## src/rtl/rgb_fade_seq_pkg.sv

```systemverilog
// Shared types, colour table and gamma helper for the RGB fade sequencer.
// Table entries 0..7: red, yellow, green, cyan, blue, magenta, white, dim grey.
package rgb_fade_seq_pkg;

    typedef enum logic {
        ST_FADE = 1'b0,
        ST_HOLD = 1'b1
    } fade_state_t;

    typedef struct packed {
        logic [7:0] r;
        logic [7:0] g;
        logic [7:0] b;
    } rgb_t;

    localparam int NUM_CH = 3;

    localparam rgb_t COLOR_RED     = 24'hFF0000;
    localparam rgb_t COLOR_YELLOW  = 24'hFFFF00;
    localparam rgb_t COLOR_GREEN   = 24'h00FF00;
    localparam rgb_t COLOR_CYAN    = 24'h00FFFF;
    localparam rgb_t COLOR_BLUE    = 24'h0000FF;
    localparam rgb_t COLOR_MAGENTA = 24'hFF00FF;
    localparam rgb_t COLOR_WHITE   = 24'hFFFFFF;
    localparam rgb_t COLOR_DIM     = 24'h202020;

    function automatic rgb_t color_of(input logic [2:0] idx);
        rgb_t c;
        case (idx)
            3'd0:    c = COLOR_RED;
            3'd1:    c = COLOR_YELLOW;
            3'd2:    c = COLOR_GREEN;
            3'd3:    c = COLOR_CYAN;
            3'd4:    c = COLOR_BLUE;
            3'd5:    c = COLOR_MAGENTA;
            3'd6:    c = COLOR_WHITE;
            default: c = COLOR_DIM;
        endcase
        return c;
    endfunction

    // Gamma 2.2 curve; only ever evaluated at elaboration to fill the LUT.
    function automatic logic [7:0] gamma8(input int x);
        real lin;
        lin = real'(x) / 255.0;
        return 8'($rtoi(255.0 * (lin ** 2.2) + 0.5));
    endfunction

endpackage

```

## src/rtl/rgb_fade_seq_pwm8.sv

```systemverilog
// One PWM channel: compares the shared period counter against its duty level.
// With RGB_SEQ_GAMMA_EN defined the duty passes through a registered gamma LUT first.
module rgb_fade_seq_pwm8 (
    input  logic       clk,
    input  logic       rst_n,
    input  logic [7:0] pc,
    input  logic [7:0] duty,
    output logic       pwm
);

`ifdef RGB_SEQ_GAMMA_EN
    logic [7:0] gamma_lut [256];
    logic [7:0] level_reg;

    for (genvar gi = 0; gi < 256; gi++) begin : g_lut
        assign gamma_lut[gi] = rgb_fade_seq_pkg::gamma8(gi);
    end

    always_ff @(posedge clk or negedge rst_n) begin
        if (!rst_n) begin
            level_reg <= '0;
            pwm       <= 1'b0;
        end else begin
            level_reg <= gamma_lut[duty];
            pwm       <= (pc < level_reg);
        end
    end
`else
    always_ff @(posedge clk or negedge rst_n) begin
        if (!rst_n) begin
            pwm <= 1'b0;
        end else begin
            pwm <= (pc < duty);
        end
    end
`endif

endmodule

```

## src/rtl/rgb_fade_seq.sv

```systemverilog
// Colour-scene scheduler: fades the RGB LED linearly through the colour table, holds, advances.
// Define RGB_SEQ_GAMMA_EN to route each duty through a gamma-2.2 LUT (one extra clk of PWM latency).
module rgb_fade_seq
    import rgb_fade_seq_pkg::*;
#(
    parameter int P_TICK_DIV   = 24000,
    parameter int P_HOLD_TICKS = 500,
    parameter int P_NUM_COLORS = 8
) (
    input  logic       i_clk,
    input  logic       i_rst_n,
    input  logic       i_next,
    input  logic       i_pause,
    output logic       o_pwm_r,
    output logic       o_pwm_g,
    output logic       o_pwm_b,
    output logic [2:0] o_idx,
    output logic       o_busy
);

    localparam int            TW        = $clog2(P_TICK_DIV);
    localparam int            HW        = $clog2(P_HOLD_TICKS + 1);
    localparam logic [TW-1:0] TICK_LAST = TW'(P_TICK_DIV - 1);
    localparam logic [HW-1:0] HOLD_LAST = HW'(P_HOLD_TICKS - 1);
    localparam logic [2:0]    IDX_LAST  = 3'(P_NUM_COLORS - 1);

    logic [1:0]             rst_sync_reg;
    logic                   rst_n;
    logic [2:0]             next_sync_reg;
    logic [1:0]             pause_sync_reg;
    logic                   skip_edge;
    logic                   pause;
    logic [TW-1:0]          tick_cnt_reg;
    logic                   tick;
    logic [7:0]             pc_reg;
    fade_state_t            state_reg;
    fade_state_t            state_next;
    logic [2:0]             idx_reg;
    logic [HW-1:0]          hold_cnt_reg;
    logic                   skip_latch_reg;
    rgb_t                   tgt_color;
    logic [NUM_CH-1:0][7:0] tgt;
    logic [NUM_CH-1:0][7:0] duty_reg;
    logic [NUM_CH-1:0][7:0] duty_next;
    logic                   step_done;
    logic                   fade_step;
    logic                   hold_inc;
    logic                   hold_go;
    logic                   latch_set;
    logic [NUM_CH-1:0]      pwm_vec;

    // Reset asserts immediately, releases two clocks after i_rst_n rises.
    always_ff @(posedge i_clk or negedge i_rst_n) begin
        if (!i_rst_n) rst_sync_reg <= '0;
        else          rst_sync_reg <= {rst_sync_reg[0], 1'b1};
    end
    assign rst_n = rst_sync_reg[1];

    always_ff @(posedge i_clk or negedge rst_n) begin
        if (!rst_n) begin
            next_sync_reg  <= '0;
            pause_sync_reg <= '0;
            tick_cnt_reg   <= '0;
            pc_reg         <= '0;
        end else begin
            next_sync_reg  <= {next_sync_reg[1:0], i_next};
            pause_sync_reg <= {pause_sync_reg[0], i_pause};
            pc_reg         <= pc_reg + 8'd1;
            if (!pause) tick_cnt_reg <= tick ? '0 : tick_cnt_reg + TW'(1);
        end
    end

    assign skip_edge = next_sync_reg[1] & ~next_sync_reg[2];
    assign pause     = pause_sync_reg[1];
    assign tick      = !pause && (tick_cnt_reg == TICK_LAST);

    assign tgt_color = color_of(idx_reg);
    assign tgt       = {tgt_color.b, tgt_color.g, tgt_color.r};

    for (genvar gi = 0; gi < NUM_CH; gi++) begin : g_chan
        assign duty_next[gi] = (duty_reg[gi] < tgt[gi]) ? duty_reg[gi] + 8'd1 :
                               (duty_reg[gi] > tgt[gi]) ? duty_reg[gi] - 8'd1 : duty_reg[gi];

        rgb_fade_seq_pwm8 u_pwm (
            .clk   (i_clk),
            .rst_n (rst_n),
            .pc    (pc_reg),
            .duty  (duty_reg[gi]),
            .pwm   (pwm_vec[gi])
        );
    end

    assign step_done = (duty_next == tgt);

    always_ff @(posedge i_clk or negedge rst_n) begin
        if (!rst_n) state_reg <= ST_FADE;
        else        state_reg <= state_next;
    end

    always_comb begin
        state_next = state_reg;
        case (state_reg)
            ST_FADE: if (fade_step && step_done) state_next = ST_HOLD;
            ST_HOLD: if (hold_go)                state_next = ST_FADE;
            default: state_next = ST_FADE;
        endcase
    end

    // A pending or fresh skip in HOLD beats the hold timer, so only one advance results.
    always_comb begin
        o_busy    = (state_reg == ST_FADE);
        fade_step = (state_reg == ST_FADE) && tick;
        latch_set = (state_reg == ST_FADE) && skip_edge;
        hold_inc  = (state_reg == ST_HOLD) && tick;
        hold_go   = (state_reg == ST_HOLD) &&
                    (skip_edge || skip_latch_reg || (tick && hold_cnt_reg == HOLD_LAST));
    end

    always_ff @(posedge i_clk or negedge rst_n) begin
        if (!rst_n) begin
            duty_reg       <= '0;
            idx_reg        <= '0;
            hold_cnt_reg   <= '0;
            skip_latch_reg <= 1'b0;
        end else begin
            if (fade_step) duty_reg <= duty_next;
            if (hold_go) begin
                idx_reg        <= (idx_reg == IDX_LAST) ? 3'd0 : idx_reg + 3'd1;
                skip_latch_reg <= 1'b0;
            end else if (latch_set) begin
                skip_latch_reg <= 1'b1;
            end
            if (state_reg == ST_FADE) hold_cnt_reg <= '0;
            else if (hold_inc)        hold_cnt_reg <= hold_cnt_reg + HW'(1);
        end
    end

    assign o_pwm_r = pwm_vec[0];
    assign o_pwm_g = pwm_vec[1];
    assign o_pwm_b = pwm_vec[2];
    assign o_idx   = idx_reg;

endmodule

```

## config.mk

```make
export PLATFORM = sky130hd
export DESIGN_NAME = rgb_fade_seq
export DESIGN_NICKNAME = d
export VERILOG_FILES = /design/src/rtl/rgb_fade_seq_pkg.sv /design/src/rtl/rgb_fade_seq_pwm8.sv /design/src/rtl/rgb_fade_seq.sv
export SDC_FILE = /design/constraint.sdc
export NUM_CORES = 1
export LEC_CHECK = 0
export CAP_MARGIN = 30
export CORE_ASPECT_RATIO = 2
export CORE_MARGIN = 5
export CORE_UTILIZATION = 35
export DETAILED_ROUTE_END_ITERATION = 8
export PLACE_DENSITY = 0.53
export SLEW_MARGIN = 25
export SYNTH_ARGS = -nofsm -noshare
export SYNTH_HDL_FRONTEND = slang
export SYNTH_SLANG_ARGS = --single-unit
```

## constraint.sdc

```tcl
create_clock -name i_clk -period 2.8 [get_ports i_clk]
set_clock_uncertainty 0.1 [all_clocks]
set_input_delay 0.56 -clock i_clk [delete_from_list [all_inputs] [get_ports i_clk]]
set_output_delay 0.56 -clock i_clk [all_outputs]
set_load 0.005 [all_outputs]
```

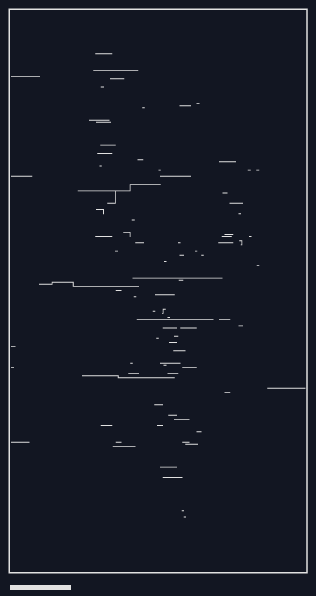
(the metal 3 layer)
Scale bar: 20 um.
main direction = horizontal
wire length on this layer = 392 um
met3 Use GR: 2.43%
detailed-route wire length: 16,400 um

==> reports/metrics.yaml <==
outcome:
  status: "finished, violations left"
  failed_checks: "negative setup slack"
critical_path:
  max_stage_delay_ps: 470
  reg2reg_setup_slack_ps: -640
  crit-reg2reg-launch: "o_idx[0]$_DFFE_PN0P_"
  crit_top_cell: "ha_4"
  crit_type: "register to register"
  critical_path_depth_in_cells: 16
  timing.critical_path.to_type: "register"
  r2r-end: "state_reg$_DFF_PN0_"
  cp.required_ps: 2970
  crit_fanout: 7
  cp_slowest_cell: "dfrtp_2"
  cp_top_family: "simple AND/OR/NAND/NOR gates"
  r2r_cells: 16
  startpoint_type: "register"
  cp_num_buf_inv: 2
  crit_arrival_ps: 3610
  critical_path.cell_chain: "inv_4 > ha_4 > nor3_4 > nand2_2 > o21ai_4 > buf_12 > ha_4 > nor2b_4 > o211ai_2 > a21oi_2 > or2_4 > o32a_1 > xnor2_2 > nor4_2 > o221ai_1 > o21ai_1"
pwr:
  power_leakage_uw: 0.00324
  ir_drop_v: 0.000348
  power.density_mw_per_mm2: 323
  report.power.total_uw: 2420
layout:
  final_core_utilization_pct: 50.5
  largest_register_ff_count: 24
  final_design_area_no_fill_mm2: 0.00749
  drive_above_1_share_pct: 34.7
  flow.area_growth_from_synthesis_pct: 41.3
  antennaDiodeCount: 0
  layout.nets: 776
clock_network:
  cts_htree_levels: 3
  clock.latency.late_pin_ps: 340
  cts.hold.buffers_added: 0
  clk_root_buffer_cell: "clkbuf_16"
  cts-buffers-inserted: 9
  clock_sink_count: 71
  tritoncts: "done"
  cts-root-to-sink-buffers: 2
  clock_input_transition_at_the_sequential_cells_of_the_worst_setup_and_hold_paths_ps: 70
synth:
  synthesis.instances: 588
  synthTopLogicFamily: "simple AND/OR/NAND/NOR gates"
  yosys.area_share.adder_pct: 13.9
  synth.cellmix.xorXnorShare_pct: 9.42
  netlist.area_leader.share_pct: 33.5
  synth_cell_type_count: 68
  flop_cell: "dfrtp_1"
  ys_seq_elements: 71
  post_synth.cell_area_avg_um2: 9.01
  fp_nets: 651
  yosys_cells: 588
  most_common_cell: "dfrtp_1"
  top_cells_by_area: "dfrtp_1, ha_1, xnor2_1"
  yosys.area_share.simple_pct: 21.8
  synthesis.area_mm2: 0.00530
  yosysSeqAreaShare_pct: 33.5
  postSynth.asyncResetShare_pct: 100
  number_of_synthesized_flops_with_an_enable_pin: 0
  synth.largest_area_cell: "dfrtp_1"
  post_synth_most_frequent_cells: "dfrtp_1, ha_1, nor2_1, xnor2_1, nand2_1"
  synthesis.yosys.warnings: 0
  ao_oa_area_share_pct: 16.2
  synth.yosys.chip_area_mm2: 0.00530
  muxShareOfSynthArea_pct: 0.992
sta:
  finalHoldViolCount: 0
  min_period_ps: 3440
  peak_freq_mhz: 291
  rsz0062_at_grt: "yes"
  final-setup-viol-count: 16
  worst_pin_slew_ps: 703
  drv_slew: 0
  post-route-worst-setup-slack_ps: -641
  timing.final.crit_share_pct: 123
  slew_headroom_pct: 53.1
die:
  io_pins: 11
  num_rows: 63
  die_height_um: 184
  initial_utilization_pct: 35.7
  dieWidth_um: 97.0
  total_die_area_mm2: 0.0178
grt:
  grt_max_degree: 29
  grt_usage_pct: 18.7
  global_route_wire_length_before_repair_um: 26300
  grt_overflow_total: 0
  initial_antenna_violation_count: 0
  number_of_global_route_vias_before_repair: 5287
placement:
  gp_congestion: 0.907
  placement.cell_area_mm2: 0.00635
  place.detailed.hpwl_um: 12400
  port-buffer-count: 10
hold_path:
  worstHoldPathType: "register to async pin"
routing:
  ant_nets: 0
  via_count: 4893
  detailedRoute.firstPassIterationCount: 4
  route.detailed.vias_per_inst: 5.36
  detailedRoute.firstIterationViolations: 169
  drcViolationCount: 0
  wl_per_cell_um: 18.0
flow_run:
  timing.max_cap.violations: 0
  log.warning_count: 35
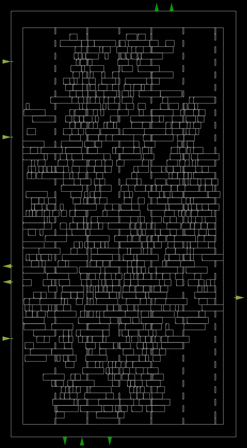
(placed standard cells)
layout filler cell count: 1,420
core region area: 0.0148 mm2
Final Instance Count excl. Fillers: 913
Seq Cell Count: 71
flop share of the area: 23.8%

-- layer usage --
layer / part of all wire, % / vias up / GRT usage, %
met2: 57 / 104 / 37.3
met3: 2.4 / 68 / 2.43
met4: 7.5 / 0 / 13.4
met1: 33 / 2360 / 16.7
li1: - / 2361 / -
met5: 0 / - / 0
-- per-stage QoR --
stage | setup WS [ps] | hold slack (ps) | instances | TNS, ps
after floorplan | -358 | 164 | 588 | -358
after global placement | -777 | 234 | 875 | -3430
after detailed placement | -855 | 237 | 875 | -4610
after CTS | -551 | 248 | 903 | -2630
after global routing | -810 | 275 | 913 | -5780
final | -641 | 222 | 913 | -3110
-- power breakdown --
part           switching, uW  internal [uW]
clock                    524            713
sequential              42.8           1060
combinational           38.9           37.8
total                    606           1820
-- placed cells by master (no fill, tap or decap), types with 6 or more instances in the layout --
master,Yosys,final
nand2_2,2,6
nand2b_1,11,11
xnor2_1,44,37
xnor2_2,0,7
a21o_1,14,12
dfrtp_1,71,68
nor2_2,0,6
buf_6,1,8
nor3_1,12,9
inv_1,35,30
nand2_1,39,33
nor2_1,53,44
a21oi_1,33,21
a21oi_2,4,11
o21ai_0,25,19
nand4_1,14,14
ha_1,59,47
clkbuf_16,0,9
ha_4,0,12
xor2_1,13,13
or3_1,8,7
clkdlybuf4s50_1,0,10
o21ai_1,5,7
nand3_1,30,30
buf_4,4,108
-- cells by family (layout without fill, tap and decap cells) --
| kind of cell | count (synthesis) | after routing |
|---|---|---|
| and+or+nand+nor | 218 | 218 |
| AOI/OAI and AO/OA | 127 | 127 |
| DFF | 71 | 71 |
| adders and majority gates | 59 | 59 |
| xor gates and xnor gates | 57 | 57 |
| buffers and inverters | 50 | 180 |
| muxes | 5 | 5 |
| other | 1 | 1 |
-- worst max path at each step --
stage,start,slack [ps],endpoint
5_1_grt,o_idx[0]$_DFFE_PN0P_,-810,state_reg$_DFF_PN0_
2_1_floorplan,o_idx[1]$_DFFE_PN0P_,-360,state_reg$_DFF_PN0_
6_report,o_idx[0]$_DFFE_PN0P_,-640,state_reg$_DFF_PN0_
3_5_place_dp,o_idx[0]$_DFFE_PN0P_,-860,state_reg$_DFF_PN0_
3_3_place_gp,o_idx[0]$_DFFE_PN0P_,-780,state_reg$_DFF_PN0_
4_1_cts,o_idx[0]$_DFFE_PN0P_,-550,state_reg$_DFF_PN0_
-- layout make-up --
| cell class | instances | area (um2) |
|---|---|---|
| Clock buffer | 9 | 225 |
| Clock inverter | 7 | 87.6 |
| Fill cell | 1420 | 7330 |
| Inverter | 36 | 138 |
| Multi-Input combinational cell | 467 | 3970 |
| Sequential cell | 71 | 1780 |
| Tap cell | 195 | 244 |
| Timing Repair Buffer | 128 | 1040 |
-- timing repair --
action | in CTS | in global routing
setup buffers | 13 | 12
resized | 83 | 38
pin swaps | 24 | 27
setup endpoints to repair | 22 | 25
Power is estimated from default activity; no workload was simulated.
